--- config.mk ---
export PLATFORM = sky130hd
export DESIGN_NAME = handshake_rr_merge
export DESIGN_NICKNAME = d
export VERILOG_FILES = /design/src/rtl/handshake_pkg.sv /design/src/rtl/handshake_fifo.sv /design/src/rtl/handshake_rr_merge.sv
export SDC_FILE = /design/constraint.sdc
export NUM_CORES = 1
export LEC_CHECK = 0
export CAP_MARGIN = 10
export CELL_PAD_IN_SITES_DETAIL_PLACEMENT = 1
export CELL_PAD_IN_SITES_GLOBAL_PLACEMENT = 1
export CORE_AREA = 2 2 62 64
export DETAILED_ROUTE_END_ITERATION = 16
export DIE_AREA = 0 0 64 66
export PLACE_DENSITY = 0.81
export SYNTH_ARGS = -nofsm -noshare
export SYNTH_HDL_FRONTEND = slang
export SYNTH_SLANG_ARGS = --single-unit
export TNS_END_PERCENT = 100
--- constraint.sdc ---
create_clock -name CLK -period 2.8 [get_ports CLK]
set_input_delay 0.28 -clock CLK [delete_from_list [all_inputs] [get_ports CLK]]
set_output_delay 0.28 -clock CLK [all_outputs]
set_load 0.01 [all_outputs]
--- src/rtl/handshake_pkg.sv ---
// rtl/handshake_pkg.sv - shared types and round-robin pick function for the request merge
package handshake_pkg;

    localparam int N_REQ_DEF = 3;
    localparam int WIDTH_DEF = 4;
    localparam int SRC_W_DEF = (N_REQ_DEF > 1) ? $clog2(N_REQ_DEF) : 1;

    // Upper bound on requester count the pick function can scan.
    localparam int MAX_REQ = 32;

    typedef logic [WIDTH_DEF-1:0] payload_t;
    typedef logic [SRC_W_DEF-1:0] src_t;

    typedef struct packed {
        src_t     src;
        payload_t data;
    } entry_t;

    // First asserted valid at or after ptr, wrapping modulo n; returns ptr when nothing is valid.
    function automatic int rr_pick(input logic [MAX_REQ-1:0] valid, input int ptr, input int n);
        int idx;
        int pick;
        pick = ptr;
        // Scan from the far end so the closest candidate to ptr is the one left standing.
        for (int k = MAX_REQ - 1; k >= 0; k--) begin
            if (k < n) begin
                idx = ptr + k;
                if (idx >= n) begin
                    idx = idx - n;
                end
                if (valid[idx[4:0]]) begin
                    pick = idx;
                end
            end
        end
        return pick;
    endfunction

endpackage

--- src/rtl/handshake_fifo.sv ---
// rtl/handshake_fifo.sv - DEPTH-entry ready/valid FIFO with registered storage and fill count
module handshake_fifo #(
    parameter int W     = 6,
    parameter int DEPTH = 2
) (
    input  logic                     CLK,
    input  logic                     ASYNCRESETN,
    input  logic                     push_valid,
    output logic                     push_ready,
    input  logic [W-1:0]             push_data,
    output logic                     pop_valid,
    input  logic                     pop_ready,
    output logic [W-1:0]             pop_data,
    output logic [$clog2(DEPTH):0]   count
);

    localparam int AW = $clog2(DEPTH);

    logic [W-1:0]  mem [DEPTH];
    logic [AW-1:0] rd_ptr;
    logic [AW-1:0] wr_ptr;
    logic          push;
    logic          pop;

    // A full FIFO still takes a beat when the head is leaving in the same cycle.
    assign pop_valid  = (count != '0);
    assign pop        = pop_valid && pop_ready;
    assign push_ready = (count < (AW + 1)'(DEPTH)) || pop;
    assign push       = push_valid && push_ready;
    assign pop_data   = mem[rd_ptr];

    // Storage, pointers and fill count; pointers wrap naturally since DEPTH is a power of two.
    always_ff @(posedge CLK or negedge ASYNCRESETN) begin
        if (!ASYNCRESETN) begin
            for (int i = 0; i < DEPTH; i++) begin
                mem[i] <= '0;
            end
            rd_ptr <= '0;
            wr_ptr <= '0;
            count  <= '0;
        end else begin
            if (push) begin
                mem[wr_ptr] <= push_data;
                wr_ptr      <= wr_ptr + 1'b1;
            end
            if (pop) begin
                rd_ptr <= rd_ptr + 1'b1;
            end
            case ({push, pop})
                2'b10:   count <= count + 1'b1;
                2'b01:   count <= count - 1'b1;
                default: count <= count;
            endcase
        end
    end

endmodule

--- src/rtl/handshake_rr_merge.sv ---
// rtl/handshake_rr_merge.sv - round-robin merge of N_REQ ready/valid requesters into one tagged stream
module handshake_rr_merge
    import handshake_pkg::*;
#(
    parameter int N_REQ = N_REQ_DEF,
    parameter int WIDTH = WIDTH_DEF,
    parameter int DEPTH = 2,
    localparam int SRC_W = (N_REQ > 1) ? $clog2(N_REQ) : 1
) (
    input  logic                     CLK,
    input  logic                     ASYNCRESETN,
    input  logic [N_REQ-1:0]         req_valid,
    output logic [N_REQ-1:0]         req_ready,
    input  logic [WIDTH-1:0]         req_data [N_REQ-1:0],
    output logic                     out_valid,
    input  logic                     out_ready,
    output logic [WIDTH-1:0]         out_data,
    output logic [SRC_W-1:0]         out_src,
    output logic [$clog2(DEPTH):0]   occupancy
);

    logic [SRC_W-1:0]       rr_ptr;
    logic [SRC_W-1:0]       grant;
    logic                   any_valid;
    logic                   space;
    logic                   accept;
    logic [MAX_REQ-1:0]     valid_ext;
    logic [SRC_W+WIDTH-1:0] push_data;
    logic [SRC_W+WIDTH-1:0] pop_data;

    assign valid_ext = MAX_REQ'(req_valid);
    assign any_valid = |req_valid;
    assign accept    = any_valid && space && ASYNCRESETN;
    assign push_data = {grant, req_data[grant]};
    assign {out_src, out_data} = pop_data;

    // Grant the first valid requester at or after rr_ptr; only the winner sees ready, and never during reset.
    always_comb begin
        grant     = SRC_W'(rr_pick(valid_ext, int'(rr_ptr), N_REQ));
        req_ready = '0;
        if (ASYNCRESETN && any_valid) begin
            req_ready[grant] = space;
        end
    end

    // Move the round-robin pointer just past the winner on each accepted beat.
    always_ff @(posedge CLK or negedge ASYNCRESETN) begin
        if (!ASYNCRESETN) begin
            rr_ptr <= '0;
        end else if (accept) begin
            rr_ptr <= (grant == SRC_W'(N_REQ - 1)) ? '0 : grant + 1'b1;
        end
    end

    handshake_fifo #(
        .W     (SRC_W + WIDTH),
        .DEPTH (DEPTH)
    ) u_fifo (
        .CLK         (CLK),
        .ASYNCRESETN (ASYNCRESETN),
        .push_valid  (accept),
        .push_ready  (space),
        .push_data   (push_data),
        .pop_valid   (out_valid),
        .pop_ready   (out_ready),
        .pop_data    (pop_data),
        .count       (occupancy)
    );

endmodule

### Cell placement

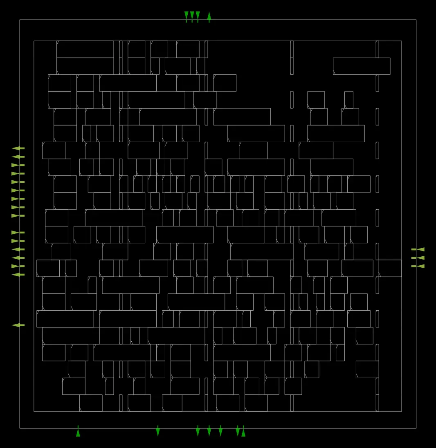
sequential cell count: 18
Tap Count: 48
row count: 22

### Cell sizes after repair

Drawn at 4 px/µm.
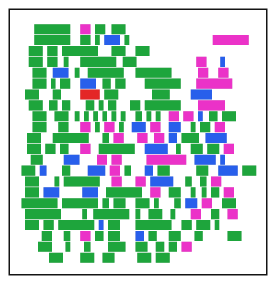
| color | size | cells | share | most used |
|---|---|---|---|---|
| green | x1 and smaller | 130 | 70% | clkdlybuf4s50_1 |
| red | x6 and larger | 1 | 0.53% | clkbuf_8 |
| blue | x2 | 24 | 13% | mux2_2 |
| magenta | x3 and x4 | 32 | 17% | buf_4 |
fin worst setup slack: 0.130 ns
Layout area overhead: 45.7%

### Register map, names as in the netlist

Drawn at 6 px/µm.
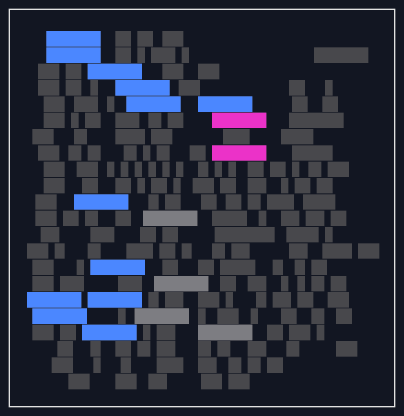
| color | name in the netlist | flops |
|---|---|---|
| blue | u_fifo.mem | 12 |
| magenta | rr_ptr | 2 |
Seq group: 0.000496 W
Seq area share: 0.240

### Routed metal per tile

Drawn at 6 px/µm. The die is cut into 13 by 13 equal tiles; dark purple is low, yellow is high, scaled to the fullest tile. Values are wire area over tile area, all layers added.
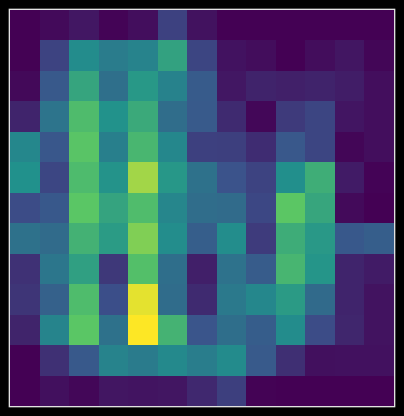
emptiest ninth of the die: top right
densest ninth of the die: left middle
tiles over half the peak: 20%
nearly empty tiles: 14%
total global-route track usage: 0.212
final WL: 4.02 mm
WL/cell: 17.1 µm
via count: 1260

==> metrics.cfg <==
[cells_and_area]
final-comb-area_um2=836
lay_top_count=clkdlybuf4s50_1
finalNetCount=212
num-nonclk-inverters=6
ff_latch_area_um2=450
top_register=u_fifo.mem
final_cell_area_um2=1880
clock_area_frac=0.0193
antenna_cells=0
largest_class=logic gates
nonClkBufAreaFrac=0.251
lay_top_cells=clkdlybuf4s50_1 (26), buf_4 (25), dfrtp_1 (18)
clock_buffers=4
largest_reg_flops=12
final_cells=235
nFillCells=403

[detailed_routing]
dr.pass1.iters=4
met2WireLength_mm=2.25
wl_met1_mm=1.57
highest_layer=met4
drt_iter0_markers=42
drtAntennaViolNets=0
vias_per_cell=5.36
drc=0
met3_wirelength_um=121

[sta]
maxSlewHeadroom=0.629
fin_skew_ns=0.0123
final_hold_viol_count=0
fmax_mhz=375
drv_slew=0
rsz0062_at_grt=false
hold_ws_ns=0.378
period_used_share=0.954
tightestPinTransition_ns=0.554

[clock_network]
clkTransAtPathRegs_ns=0.11
cts_sinks=18
root_buffer=clkbuf_4
htree_num_levels=1
clk-insertion-delay-late_ns=0.30
cts_resized=13
cts_buffers=3
holdBufCountCts=0
cts_tree=built

[synthesis]
xor_area_frac=0.0272
simple_gate_area_frac=0.201
synth_chip_area_um2=1290
yosysWarnings=0
synth_area_um2=1290
async_flop_share=1.00
compound_area_frac=0.209
ys_dominant_reg_cell=dfrtp_1
top_cell=dfrtp_1
edf_count=0
ys_cells=135
synth_seq_share=0.350
ys_top_logic_family=AND-OR/OR-AND gates
syn-num-nets=159
synth_cell_type_count=43
synth.avg_cell_area_um2=9.54
synth-adder-area-share=0.0583

[global_routing]
grt_max_degree=19
grt.overflow.total=0
gr-usage-met2=0.418
grt_util_met3=0.0221
antenna_found_initial=0
top_usage_layer=met2

[power]
p_comb_w=0.00163
p_sw_frac=0.435
power_clock_w=0.000162
power_leader=combinational cells
ir_drop_uv=518
p_sw_w=0.000998
power.total_w=0.00229
p_comb_frac=0.713
clkPwrFrac=0.071
intPower_w=0.00129
cellPowerDensity_nw_per_um2=1220

[critical_path]
slowest_stage=dfrtp_1
max_stage_delay_ns=0.42
path_cells=buf_4 -> ha_4 -> and2_1 -> buf_4 -> o31a_1 -> nor2_1 -> a41oi_2 -> and3_1 -> dlygate4sd2_1
r2r_cells=10
critPathLaunch=rr_ptr[0]
cp_num_buf_inv=3
r2r_end=u_fifo.mem[3]
worstPathMaxFanout=7
cpMostUsedCell=buf_4
crit_end=req_ready[2]
worst_setup_path_end_kind=output port
reg2reg_setup_slack_ns=0.34
critical_path_arrival_ns=2.39
crit_cells=9
crit_family=buffers and inverters
crit_type=reg -> out
cp-start-kind=flop

[placement]
dpl-instance-area_um2=1760
dp_hpwl_mm=3.23
pre_cts_slack_ns=-0.0223

[flow_run]
drv_cap=0

[hold_path]
hp-class=in -> async

[floorplanning]
dieArea_um2=4220
io_pins=30
chipWidth_um=64
die_y_um=66

[run_status]
status=finished, final reports clean

Power figures rest on the tool's default switching activity, not on a simulated workload.
